==> images/port_nets.png <==
The bar under the picture is 20 um long.
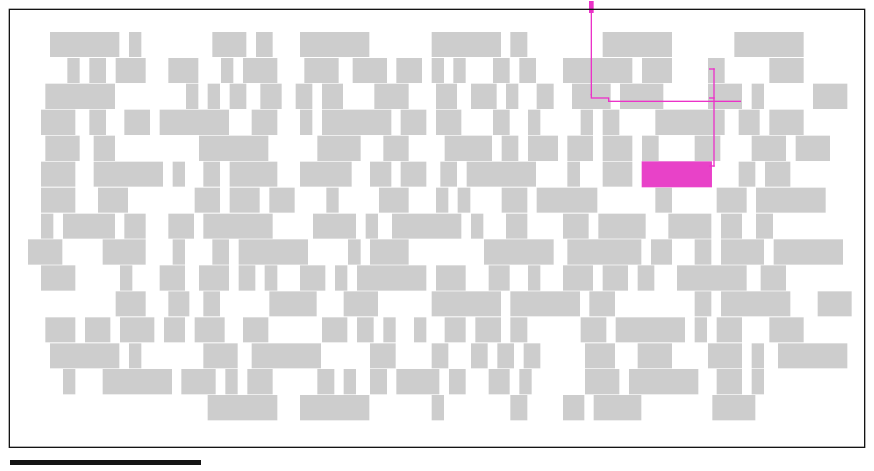
==> images/final_placement.png <==
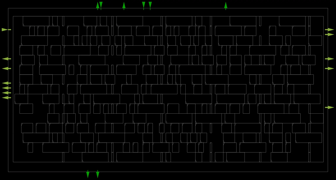
==> images/pdn.png <==
The bar under the picture is 20 um long. Pins as bars on the die edge. Tap cells in grey.
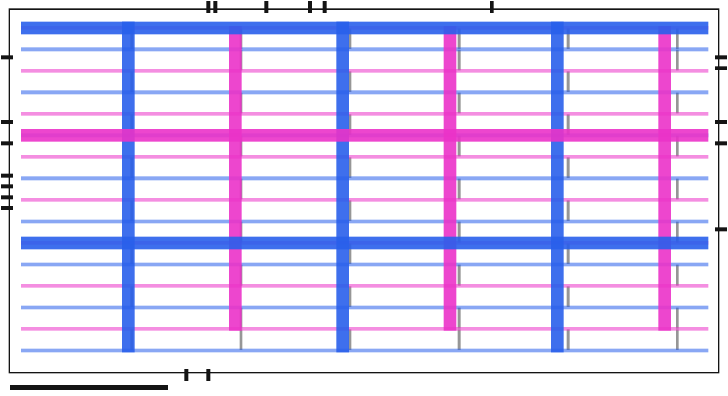
`src/rtl/rst_seq_pkg.sv`:
```
// rtl/rst_seq_pkg.sv - shared types and constants for the reset sequencer
package rst_seq_pkg;

   localparam int RST_CNT_W = 8;

   typedef enum logic [1:0] {
      CAUSE_POR  = 2'd0,
      CAUSE_SW   = 2'd1,
      CAUSE_EXT  = 2'd2,
      CAUSE_RSVD = 2'd3
   } rst_cause_e;

   typedef enum logic [1:0] {
      ST_ASSERT,
      ST_RELEASE,
      ST_DONE
   } rst_seq_state_e;

endpackage

```
`src/rtl/rst_seq_sync2.sv`:
```
// rtl/rst_seq_sync2.sv - two-flop synchroniser for a single level signal
module rst_seq_sync2 (
   input  logic clk,
   input  logic rst,
   input  logic d_i,
   output logic q_o
);

   logic meta_d, meta_q;
   logic sync_d, sync_q;

   always_comb begin
      meta_d = d_i;
      sync_d = meta_q;
   end

   always_ff @(posedge clk) begin
      if (rst) begin
         meta_q <= 1'b0;
         sync_q <= 1'b0;
      end else begin
         meta_q <= meta_d;
         sync_q <= sync_d;
      end
   end

   assign q_o = sync_q;

endmodule

```
`src/rtl/rst_seq.sv`:
```
// rtl/rst_seq.sv - reset stretcher and staged release sequencer with cause/count reporting
module rst_seq
   import rst_seq_pkg::*;
#(
   parameter int NUM_STAGES  = 4,
   parameter int HOLD_CYCLES = 16,
   parameter int STAGE_GAP   = 4
) (
   input  logic                  clk,
   input  logic                  rst,
   input  logic                  sw_rst_req_i,
   input  logic                  ext_rst_req_i,
   output logic [NUM_STAGES-1:0] rst_o,
   output logic                  rst_n_o,
   output logic                  done_o,
   output logic [1:0]            rst_cause_o,
   output logic [RST_CNT_W-1:0]  rst_cnt_o
);

   localparam int MAX_CNT = (HOLD_CYCLES > STAGE_GAP) ? HOLD_CYCLES : STAGE_GAP;
   localparam int CNT_W   = $clog2(MAX_CNT + 1);
   localparam int IDX_W   = $clog2(NUM_STAGES + 1);

   localparam logic [CNT_W-1:0]      HOLD_LAST = CNT_W'(HOLD_CYCLES - 1);
   localparam logic [CNT_W-1:0]      GAP_LAST  = CNT_W'(STAGE_GAP - 1);
   localparam logic [IDX_W-1:0]      IDX_LAST  = IDX_W'(NUM_STAGES - 1);
   localparam logic [NUM_STAGES-1:0] ALL_ONES  = '1;

   logic ext_req_s;
   logic req;
   logic enter_assert;

   rst_seq_state_e          state_d, state_q;
   logic [CNT_W-1:0]        hold_d, hold_q;
   logic [CNT_W-1:0]        gap_d, gap_q;
   logic [IDX_W-1:0]        idx_d, idx_q;
   logic [NUM_STAGES-1:0]   rst_o_d, rst_o_q;
   logic                    rst_n_d, rst_n_q;
   logic                    done_d, done_q;
   rst_cause_e              cause_d, cause_q;
   logic [RST_CNT_W-1:0]    cnt_d, cnt_q;

   rst_seq_sync2 u_ext_sync (
      .clk (clk),
      .rst (rst),
      .d_i (ext_rst_req_i),
      .q_o (ext_req_s)
   );

   assign req = sw_rst_req_i | ext_req_s;

   always_comb begin
      state_d      = state_q;
      hold_d       = hold_q;
      gap_d        = gap_q;
      idx_d        = idx_q;
      rst_o_d      = rst_o_q;
      done_d       = done_q;
      cause_d      = cause_q;
      cnt_d        = cnt_q;
      enter_assert = 1'b0;

      if (req) begin
         cause_d = ext_req_s ? CAUSE_EXT : CAUSE_SW;
      end

      case (state_q)
         ST_ASSERT: begin
            rst_o_d = ALL_ONES;
            done_d  = 1'b0;
            if (req) begin
               hold_d = '0;
            end else if (hold_q == HOLD_LAST) begin
               hold_d  = '0;
               gap_d   = '0;
               rst_o_d = ALL_ONES << 1;
               if (NUM_STAGES == 1) begin
                  state_d = ST_DONE;
                  done_d  = 1'b1;
               end else begin
                  state_d = ST_RELEASE;
                  idx_d   = IDX_W'(1);
               end
            end else begin
               hold_d = hold_q + 1'b1;
            end
         end
         ST_RELEASE: begin
            if (req) begin
               enter_assert = 1'b1;
            end else if (gap_q == GAP_LAST) begin
               // Shifting keeps the outputs a thermometer code: stages only release in order.
               gap_d   = '0;
               rst_o_d = rst_o_q << 1;
               idx_d   = idx_q + 1'b1;
               if (idx_q == IDX_LAST) begin
                  state_d = ST_DONE;
                  done_d  = 1'b1;
               end
            end else begin
               gap_d = gap_q + 1'b1;
            end
         end
         ST_DONE: begin
            if (req) begin
               enter_assert = 1'b1;
            end
         end
         default: begin
            state_d = ST_ASSERT;
         end
      endcase

      if (enter_assert) begin
         state_d = ST_ASSERT;
         rst_o_d = ALL_ONES;
         done_d  = 1'b0;
         hold_d  = '0;
         gap_d   = '0;
         idx_d   = '0;
         if (cnt_q != '1) begin
            cnt_d = cnt_q + 1'b1;
         end
      end

      rst_n_d = ~rst_o_d[NUM_STAGES-1];
   end

   always_ff @(posedge clk) begin
      if (rst) begin
         state_q <= ST_ASSERT;
         hold_q  <= '0;
         gap_q   <= '0;
         idx_q   <= '0;
         rst_o_q <= ALL_ONES;
         rst_n_q <= 1'b0;
         done_q  <= 1'b0;
         cause_q <= CAUSE_POR;
         cnt_q   <= '0;
      end else begin
         state_q <= state_d;
         hold_q  <= hold_d;
         gap_q   <= gap_d;
         idx_q   <= idx_d;
         rst_o_q <= rst_o_d;
         rst_n_q <= rst_n_d;
         done_q  <= done_d;
         cause_q <= cause_d;
         cnt_q   <= cnt_d;
      end
   end

   assign rst_o       = rst_o_q;
   assign rst_n_o     = rst_n_q;
   assign done_o      = done_q;
   assign rst_cause_o = cause_q;
   assign rst_cnt_o   = cnt_q;

endmodule
```
`config.mk`:
```
export PLATFORM = sky130hd
export DESIGN_NAME = rst_seq
export DESIGN_NICKNAME = d
export VERILOG_FILES = /design/src/rtl/rst_seq_pkg.sv /design/src/rtl/rst_seq_sync2.sv /design/src/rtl/rst_seq.sv
export SDC_FILE = /design/constraint.sdc
export NUM_CORES = 1
export LEC_CHECK = 0
export CAP_MARGIN = 20
export CELL_PAD_IN_SITES_DETAIL_PLACEMENT = 1
export CELL_PAD_IN_SITES_GLOBAL_PLACEMENT = 1
export CORE_ASPECT_RATIO = 0.5
export CORE_UTILIZATION = 41
export DETAILED_ROUTE_END_ITERATION = 7
export PLACE_DENSITY = 0.75
export SYNTH_ARGS = -nofsm -noshare
export SYNTH_HDL_FRONTEND = slang
export SYNTH_HIERARCHICAL = 1
export SYNTH_SLANG_ARGS = --single-unit
```
`constraint.sdc`:
```
create_clock -name clk -period 2 [get_ports clk]
set_input_delay 0.5 -clock clk [delete_from_list [all_inputs] [get_ports clk]]
set_output_delay 0.5 -clock clk [all_outputs]
set_load 0.02 [all_outputs]
```
==> run summary <==
Flow results follow.

The run finished with clean final reports. The via count of the first global-routing pass is between 1000 and 1500. The average cell area after synthesis is 9.08 um^2.

Once layout is complete, the utilization of the core stands at 0.573. The number of buffers and inverters on the critical path is 1. The root buffer selected by CTS is sky130_fd_sc_hd__clkbuf_8.

The final route contains 1391 vias. The worst path arrival time is between 1 and 1.5 ns. The number of setup buffers added after CTS is 0. The first global-routing pass estimated about 6400 um of wire. Looking at area per cell type in the netlist, the leader is sky130_fd_sc_hd__dfxtp_1.

The register share after synthesis is 0.420. Summing over the stages, the warning tally comes to 28. On the final layout, the worst hold slack is roughly 0.44 ns. The fmax is 512 MHz.

Per the OpenROAD floorplan log, the height of the die is 45.8 um. Setup repair after global routing left no endpoint under its margin. In the finished design, the share of the clock period the worst path needs comes to 0.976.

In the layout the commonest cells are sky130_fd_sc_hd__dfxtp_1, sky130_fd_sc_hd__clkdlybuf4s50_1, sky130_fd_sc_hd__buf_4. The share of synthesized area in the top cell type comes to 0.420. The final timing report lists a max-slew violation count of 0. Per the placement report, the placed cell count is approximately 260.

The finished layout holds about 260 standard cells, fillers aside. The buffer depth of the longest clock path is 2. The number of antenna violations at the first check in global routing is 0. The maximum ir drop on the vdd rail is 0.000216 V. The final clock skew is roughly 0.0085 ns.

In this run the number of H-tree levels came out at 2. The global-route total usage across every layer is 0.220. TritonCTS reports the number of clock sinks as 33. The detailed-placement wirelength estimate is a little under 3000 um.

The layout summary lists the proportion of cells stronger than drive strength 1 as 0.160. The number of synthesized register bits is 33. The measured slew at the worst slew-check pin is between 0.3 and 0.4 ns.

The synthesis report lists the Yosys warning total as 6. The synthesized instance count is about 170. The placement summary gives the final routability congestion estimate as 0.782.

The post-synth tally of flip-flops with integrated enable is 0. The total DRC errors in the routed layout is 0. According to the floorplan report, the die width is 89.6 um.

The floorplan step defined a core boundary enclosing between 3000 and 4000 um^2. Entering global routing, the biggest net connects 15 pins. In this run, post-CTS repair resized a total of 0 instances. For this configuration, the core starts out at a cell density of 0.443.

The number of search-and-repair iterations in the first detailed-routing pass is 4. The post-route worst setup slack is 0.0486 ns. The standard cell with the maximum stage delay on the critical path is sky130_fd_sc_hd__clkdlybuf4s50_1. The post-synthesis net count is ~190. The floorplan has 15 rows. The number of vias per cell is 5.27.

The script logs the mean routed wire length per placed instance as 15.0 um. The clock buffer count from CTS is 5. The type of the tightest min-delay check is reg -> reg. TritonCTS built the clock tree. The cell area reported after detailed placement is between 1500 and 2000 um^2. The critical path is of the reg -> out type.

The startpoint class of the critical path is a register. The tightest slew margin relative to the limit is 0.755. The max capacitance violation total is 0.

In this run the critical path is formed by clkdlybuf4s50_1. The capturing element type of the critical path is an output pin. Logged for this run, the post-placement worst setup slack is -0.205 ns.

Detailed-route iteration 0 reported a violation count of approximately 53. The number of hold buffers added after CTS is 0. The commonest register cell is sky130_fd_sc_hd__dfxtp_1. The time the final worst path needs with I/O delays and setup is just under 2 ns. Yosys reported that registers with async set or reset make up 0. The synth_stat.txt file lists the number of cells as approximately 170. The largest single stage delay on the critical path is between 0.6 and 0.7 ns.

The leakage power is about 0.74 nW.
About port_nets.png:
legend:
  magenta:
    port: done_o
    bits: 1
    direction: output
    edge: top
    end_cells: 1
    buffers: 1
    wire: 36.5 um
number of primary I/O pins: 20
input/output buffers: 19

About final_placement.png:
count of sequential standard cells: 33
Filler Cell Count: 425
# Taps: 51

About pdn.png:
legend:
  blue:
    net: VSS
  magenta:
    net: VDD
met5 straps: 3
tap cells: 51
rows: 15

[registers in the layout, summed over array words and instances (netlist names), 2 cells and up]
signal / cells
gap_q: 5
hold_q: 5
idx_q: 3
rst_cause_o: 2
rst_cnt_o: 8
rst_o: 4
state_q: 2
[logic make-up (layout without fill, tap and decap cells)]
| kind of cell | count (synthesis) | in the layout | share of synthesized area |
|---|---|---|---|
| compound gates | 37 | 37 | 0.165 |
| xor+xnor | 6 | 6 | 0.0334 |
| fa+ha+maj | 8 | 8 | 0.0637 |
| buf+inv | 13 | 53 | 0.0358 |
| flops | 33 | 33 | 0.420 |
| mux | 7 | 7 | 0.0454 |
| simple gates | 69 | 69 | 0.236 |
[Yosys cell counts (2+ instances only)]
cell type and number:
sky130_fd_sc_hd__a211oi_1 3, sky130_fd_sc_hd__a21oi_1 12, sky130_fd_sc_hd__a22o_1 2, sky130_fd_sc_hd__and2_1 3
sky130_fd_sc_hd__clkbuf_1 5, sky130_fd_sc_hd__dfxtp_1 33, sky130_fd_sc_hd__ha_1 8, sky130_fd_sc_hd__inv_1 7
sky130_fd_sc_hd__mux2i_1 6, sky130_fd_sc_hd__nand2_1 15, sky130_fd_sc_hd__nand2b_1 4, sky130_fd_sc_hd__nand3_1 8
sky130_fd_sc_hd__nand4_1 2, sky130_fd_sc_hd__nand4b_1 2, sky130_fd_sc_hd__nor2_1 15, sky130_fd_sc_hd__nor2b_1 3
sky130_fd_sc_hd__nor3_1 7, sky130_fd_sc_hd__o21a_1 2, sky130_fd_sc_hd__o21ai_0 5, sky130_fd_sc_hd__o31ai_1 2
sky130_fd_sc_hd__or3_1 2, sky130_fd_sc_hd__xnor2_1 5
[layer usage]
metal / wire length, um / vias up / global-route usage / share of wire
li1: - / 697 / - / -
met1: 1860 / 671 / 0.264 / 0.47
met2: 1900 / 18 / 0.382 / 0.48
met3: 134 / 5 / 0.0634 / 0.034
met4: 48 / 0 / 0.0825 / 0.012
met5: 0 / - / 0 / 0
[worst paths after layout]
check                                               end                 startpoint  cells after the start
worst max-delay path                       rst_cnt_o[7]  rst_cnt_o[7]$_SDFFE_PP0P_                      1
worst min-delay path             hold_q[4]$_SDFFE_PP0P_     hold_q[4]$_SDFFE_PP0P_                      2
worst max register to register  state_q[1]$_SDFFE_PP0P_     hold_q[0]$_SDFFE_PP0P_                      5
worst min register to register   hold_q[4]$_SDFFE_PP0P_     hold_q[4]$_SDFFE_PP0P_                      2
[metrics by stage]
stage	setup TNS, ns	total power [W]
floorplan	0	0.000710
global placement	-1.28	0.000738
detailed placement	-1.89	0.000740
CTS	0	0.00125
global route	0	0.00127
finish	0	0.00123
[where the power goes]
group	switching (W)	internal, W	total (W)
sequential	0.00000497	0.000663	0.000668
clock	0.000260	0.000240	0.000500
combinational	0.0000297	0.0000277	0.0000574
[area by class of cell]
class,count,area (um^2)
fillers,425,1510
clock buffers,5,68.8
flip-flops and latches,33,661
multi-input cells,127,863
clock inverters,3,17.5
inverters,7,26.3
repair buffers,38,333
well taps,51,63.8
Power figures rest on the tool's default switching activity, not on a simulated workload.
